## src/rtl/minisys_pkg.sv

```systemverilog
// Shared definitions for the data-memory arbiter slice: FSM states,
// port indices and the default starvation limit.
package minisys_pkg;

  typedef enum logic [1:0] {
    ST_IDLE   = 2'd0,
    ST_ACCESS = 2'd1,
    ST_RESP   = 2'd2
  } arb_state_e;

  localparam int unsigned PORT0 = 0;
  localparam int unsigned PORT1 = 1;

  localparam int unsigned STARVE_MAX_DEFAULT = 3;

endpackage

```

## src/rtl/arb_starve_cnt.sv

```systemverilog
// Saturating count of consecutive port-0 grants while port 1 waits; flags
// when port 1 must take priority at the next arbitration.
module arb_starve_cnt
  import minisys_pkg::*;
#(
  parameter int unsigned STARVE_MAX = STARVE_MAX_DEFAULT
) (
  input  logic clock,
  input  logic reset,
  input  logic arb_en,
  input  logic p0_grant,
  input  logic p1_req,
  output logic p1_priority
);

  localparam int unsigned CW = (STARVE_MAX < 1) ? 1 : $clog2(STARVE_MAX + 1);
  localparam logic [CW-1:0] CNT_MAX = CW'(STARVE_MAX);

  logic [CW-1:0] cnt_q, cnt_d;

  // Any arbitration that is not a port-0 win over a waiting port 1 clears.
  always_comb begin
    cnt_d = cnt_q;
    if (arb_en) begin
      if (p0_grant && p1_req) begin
        if (cnt_q != CNT_MAX) cnt_d = cnt_q + CW'(1);
      end else begin
        cnt_d = '0;
      end
    end
  end

  always_ff @(posedge clock or negedge reset) begin
    if (!reset) cnt_q <= '0;
    else        cnt_q <= cnt_d;
  end

  assign p1_priority = (cnt_q == CNT_MAX);

endmodule

```

## src/rtl/dmem_arbiter.sv

```systemverilog
// Two-port arbiter in front of a single-ported synchronous data memory:
// port 0 (CPU) has priority, bounded by a starvation limit for port 1.
module dmem_arbiter
  import minisys_pkg::*;
#(
  parameter int unsigned STARVE_MAX = STARVE_MAX_DEFAULT,
  parameter int unsigned DW         = 32,
  parameter int unsigned AW         = 32
) (
  input  logic          clock,
  input  logic          reset,
  input  logic          p0_req,
  input  logic          p0_we,
  input  logic [AW-1:0] p0_addr,
  input  logic [DW-1:0] p0_wdata,
  output logic          p0_ack,
  output logic [DW-1:0] p0_rdata,
  input  logic          p1_req,
  input  logic          p1_we,
  input  logic [AW-1:0] p1_addr,
  input  logic [DW-1:0] p1_wdata,
  output logic          p1_ack,
  output logic [DW-1:0] p1_rdata,
  output logic [AW-1:0] mem_addr,
  output logic [DW-1:0] mem_wdata,
  output logic          mem_we,
  input  logic [DW-1:0] mem_rdata,
  output logic [1:0]    owner
);

  arb_state_e    state_q, state_d;
  logic [1:0]    owner_q, owner_d;
  logic          rd_q, rd_d;
  logic [DW-1:0] p0_rdata_q, p0_rdata_d;
  logic [DW-1:0] p1_rdata_q, p1_rdata_d;
  logic          arb_en, grant0, grant1, p1_priority;

  arb_starve_cnt #(
    .STARVE_MAX (STARVE_MAX)
  ) u_starve (
    .clock       (clock),
    .reset       (reset),
    .arb_en      (arb_en),
    .p0_grant    (grant0),
    .p1_req      (p1_req),
    .p1_priority (p1_priority)
  );

  always_comb begin
    state_d    = state_q;
    owner_d    = owner_q;
    rd_d       = rd_q;
    p0_rdata_d = p0_rdata_q;
    p1_rdata_d = p1_rdata_q;
    arb_en     = 1'b0;
    grant0     = 1'b0;
    grant1     = 1'b0;
    mem_addr   = '0;
    mem_wdata  = '0;
    mem_we     = 1'b0;
    p0_ack     = 1'b0;
    p1_ack     = 1'b0;

    unique case (state_q)
      ST_ACCESS: begin
        if (owner_q[PORT1]) begin
          mem_addr  = p1_addr;
          mem_wdata = p1_wdata;
          mem_we    = p1_we;
          rd_d      = ~p1_we;
        end else begin
          mem_addr  = p0_addr;
          mem_wdata = p0_wdata;
          mem_we    = p0_we;
          rd_d      = ~p0_we;
        end
        state_d = ST_RESP;
      end
      ST_RESP: begin
        p0_ack = owner_q[PORT0];
        p1_ack = owner_q[PORT1];
        if (rd_q && owner_q[PORT0]) p0_rdata_d = mem_rdata;
        if (rd_q && owner_q[PORT1]) p1_rdata_d = mem_rdata;
      end
      default: ;
    endcase

    // IDLE and RESP both arbitrate; an unreachable encoding also falls in here.
    if (state_q != ST_ACCESS) begin
      arb_en  = 1'b1;
      grant1  = p1_req && (p1_priority || !p0_req);
      grant0  = p0_req && !grant1;
      owner_d = {grant1, grant0};
      state_d = (grant0 || grant1) ? ST_ACCESS : ST_IDLE;
    end
  end

  always_ff @(posedge clock or negedge reset) begin
    if (!reset) begin
      state_q    <= ST_IDLE;
      owner_q    <= '0;
      rd_q       <= 1'b0;
      p0_rdata_q <= '0;
      p1_rdata_q <= '0;
    end else begin
      state_q    <= state_d;
      owner_q    <= owner_d;
      rd_q       <= rd_d;
      p0_rdata_q <= p0_rdata_d;
      p1_rdata_q <= p1_rdata_d;
    end
  end

  // Read data is forwarded in the ack cycle and held by the register after it.
  assign p0_rdata = p0_rdata_d;
  assign p1_rdata = p1_rdata_d;
  assign owner    = owner_q;

endmodule

```

## config.mk

```make
export PLATFORM = sky130hd
export DESIGN_NAME = dmem_arbiter
export DESIGN_NICKNAME = d
export VERILOG_FILES = /design/src/rtl/minisys_pkg.sv /design/src/rtl/arb_starve_cnt.sv /design/src/rtl/dmem_arbiter.sv
export SDC_FILE = /design/constraint.sdc
export NUM_CORES = 1
export LEC_CHECK = 0
export CORE_AREA = 2 2 114 116
export CTS_CLUSTER_DIAMETER = 150
export CTS_CLUSTER_SIZE = 8
export DETAILED_ROUTE_END_ITERATION = 16
export DIE_AREA = 0 0 116 118
export GPL_TIMING_DRIVEN = 0
export HOLD_SLACK_MARGIN = 0.08
export PLACE_DENSITY = 0.86
export SYNTH_ARGS = -nofsm -noshare
export SYNTH_HDL_FRONTEND = slang
export SYNTH_SLANG_ARGS = --single-unit
```

## constraint.sdc

```tcl
create_clock -name clock -period 1.6 [get_ports clock]
set_input_delay 0.4 -clock clock [delete_from_list [all_inputs] [get_ports clock]]
set_output_delay 0.4 -clock clock [all_outputs]
set_load 0.05 [all_outputs]
```

### Layout detail, run 1

Window x 38 to 78, y 39 to 79 microns. Cells in gray, sequential cells in the stronger gray; small squares are vias.
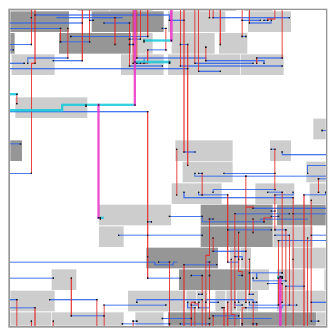
| layer | color |
|---|---|
| M1 | blue |
| M3 | cyan |
| M2 | red |
| M4 | magenta |
netlist names of flops here include: owner (2), p1_rdata_q (2), state_q (2)
sequential cells in the window: 10
cells with their middle in the window: 49
most frequent: dfrtp_1 (8), nand2_1 (5), clkdlybuf4s50_1 (5)

### Clock nets, run 1

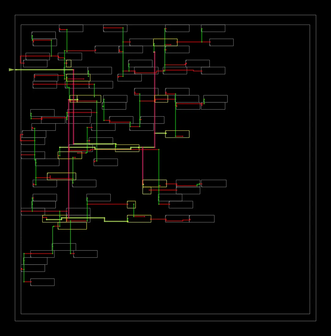
P_clk: 2200 uW
clock sinks: 71
# clk buffers: 10
Flops: 71
Insertion Delay late pin: 0.33 ns

### Clock wires, drivers and flops, run 1

The bar under the picture is 20 microns long.
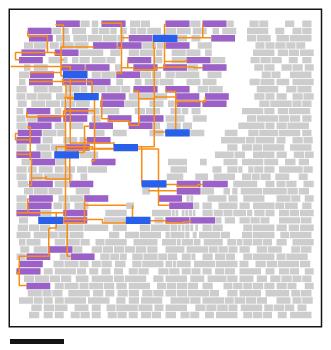
[flip-flops] purple | count: 71
[clock wires] orange | length: 970 microns
[clock-net drivers] blue | count: 9
routed clock nets: 10
Worst Clk Skew: 0.00713 ns
clock network fraction of design power: 0.103

==> flow_metrics.env, run 1 <==
# implementation run metrics
export IMPL_cts_clk_slew_worst_paths_ns=0.06
export IMPL_gp_congestion=0.908
export IMPL_ys_flop_type="dfrtp_1"
export IMPL_hold_viol=0
export IMPL_layout_nonclk_buf_frac=0.420
export IMPL_fin_crit_ns=2.22
export IMPL_crit_family="buffers and inverters"
export IMPL_grt_overflow=0
export IMPL_clock_cell_area_share=0.0345
export IMPL_async_flop_share=1.00
export IMPL_rr_worst_depth=6
export IMPL_ys_warn_count=0
export IMPL_synth_top_cell_by_area="dfrtp_1"
export IMPL_status="finished, violations left"
export IMPL_drt_total_wl_microns=17700
export IMPL_adder_share=0.00318
export IMPL_antenna_found_initial=0
export IMPL_syn_mean_instance_area_sq_um=12.5
export IMPL_core_area_sq_mm=0.0124
export IMPL_warnings=29
export IMPL_tapCellCount=172
export IMPL_viasPerCell=4.73
export IMPL_report_final_slew_viol_count=0
export IMPL_violations="setup timing"
export IMPL_finalSetupViolCount=131
export IMPL_numPlacedInstances=784
export IMPL_lay_top_cells="clkdlybuf4s50_1 (164), buf_6 (92), dfrtp_1 (69)"
export IMPL_fin_ws_ns=-0.622
export IMPL_hpwlAfterDp_microns=11500
## run 1: what timing repair did
action	in CTS	in global routing
cloned	0	9
endpoints found under the setup margin	133	133
resized	795	306
pin swaps	1	10
buffers inserted	1	20
endpoints found under the hold margin	0	0
## run 1: registers in the layout, summed over array words and instances, names as in the netlist
| name | cells |
|---|---|
| rd_q | 1 |
| p1_rdata_q | 32 |
| state_q | 2 |
| p0_rdata_q | 32 |
| u_starve.cnt_q | 2 |
| owner | 2 |
## run 1: kinds of logic after synthesis
group / after synthesis
AOI/OAI and AO/OA: 4
adders and majority gates: 1
buffers and inverters: 24
DFF: 71
muxes: 129
and+or+nand+nor: 85
## run 1: per-layer routing
layer / vias to the layer above / part of all wire
met2: 182 / 0.54
met5: - / 0
li1: 1773 / -
met3: 42 / 0.076
met4: 0 / 0.037
met1: 1928 / 0.35
==> run 1 -> run 2 <==
--- a/config.mk
+++ b/config.mk
@@ -13,6 +13,7 @@
 export GPL_TIMING_DRIVEN = 0
 export HOLD_SLACK_MARGIN = 0.08
 export PLACE_DENSITY = 0.86
+export SKIP_LAST_GASP = 1
 export SYNTH_ARGS = -nofsm -noshare
 export SYNTH_HDL_FRONTEND = slang
 export SYNTH_SLANG_ARGS = --single-unit
==> run 2 against run 1 <==
Net effect:
- the flow still finishes with violations (setup timing)
- total power fell by 1.6%
- core utilization is 0.66 points lower
- area after synthesis unchanged
- clock skew shrank 0.0014 ns
- combinational power about the same
- largest cell class unchanged
- global-route usage about the same
- flip-flop count unchanged
- clock-buffer cell count did not move
- die size unchanged
- worst setup slack better by 0.0012 ns
- critical path depth unchanged
- register-to-register slack is essentially flat
==> flow_metrics.env, run 2 <==
# implementation run metrics
export IMPL_status="finished, violations left"
export IMPL_violations="setup timing"
export IMPL_ys_flop_type="dfrtp_1"
export IMPL_report_final_slew_viol_count=0
export IMPL_fin_ws_ns=-0.621
export IMPL_clockBufferCount=10
export IMPL_fin_crit_ns=2.22
export IMPL_clock_cell_area_share=0.0348
export IMPL_hold_viol=0
export IMPL_numPlacedInstances=784
export IMPL_antenna_found_initial=4
export IMPL_viasPerCell=4.69
export IMPL_top_layer="met4"
export IMPL_fin_area_sq_mm=0.00944
export IMPL_synth_top_cell_by_area="dfrtp_1"
export IMPL_wl_met1_microns=6280
export IMPL_crit_family="buffers and inverters"
export IMPL_drt_total_wl_microns=17900
export IMPL_gp_congestion=0.908
export IMPL_core_area_sq_mm=0.0124
export IMPL_clock_sinks=71
export IMPL_pg_clk_uw=2200
export IMPL_grt_overflow=0
export IMPL_warnings=29
export IMPL_post_cts_setup_buffer_count=1
export IMPL_finalSetupViolCount=131
export IMPL_ys_warn_count=0
export IMPL_clock_latency_late_pin_ns=0.33
export IMPL_layout_nonclk_buf_frac=0.412
export IMPL_cts_clk_slew_worst_paths_ns=0.06
export IMPL_async_flop_share=1.00
export IMPL_tapCellCount=172
export IMPL_post_cts_resized=718
export IMPL_wl_met2_microns=9600
export IMPL_ff_count=71
export IMPL_rr_worst_depth=6
run 2: cell counts after synthesis:
Identical to the previous run, type by type.
run 2: worst min-delay path by stage:
stage / end / slack (ns) / from
final: p0_rdata_q[5] / 0.18 / reset
after CTS: p0_rdata_q[5] / 0.22 / reset
after global routing: p0_rdata_q[17] / 0.26 / reset
after global placement: p0_rdata_q[17] / 0.48 / p0_rdata_q[17]
after detailed placement: p1_rdata_q[27] / 0.48 / p1_rdata_q[27]
after floorplan: owner[0] / 0.10 / reset
run 2: worst reg2reg max path: cells and delay by family, from the launching register on:
kind	cells	cell delay [ns]
flip-flops	1	0.41
buffers and inverters	3	0.47
multiplexers	1	0.31
AND/OR/NAND/NOR	2	0.28
### Clock wires, drivers and flops, run 2

The bar under the picture is 20 microns long.
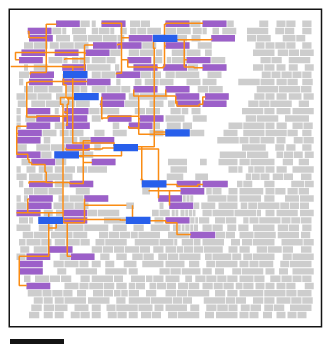
[flip-flops] purple | count: 71
[clock wires] orange | length: 966 microns
[clock-net drivers] blue | count: 9
routed clock nets: 10
Worst Clk Skew: 0.00570 ns
clock network fraction of design power: 0.104

Power and IR drop assume default switching activity.
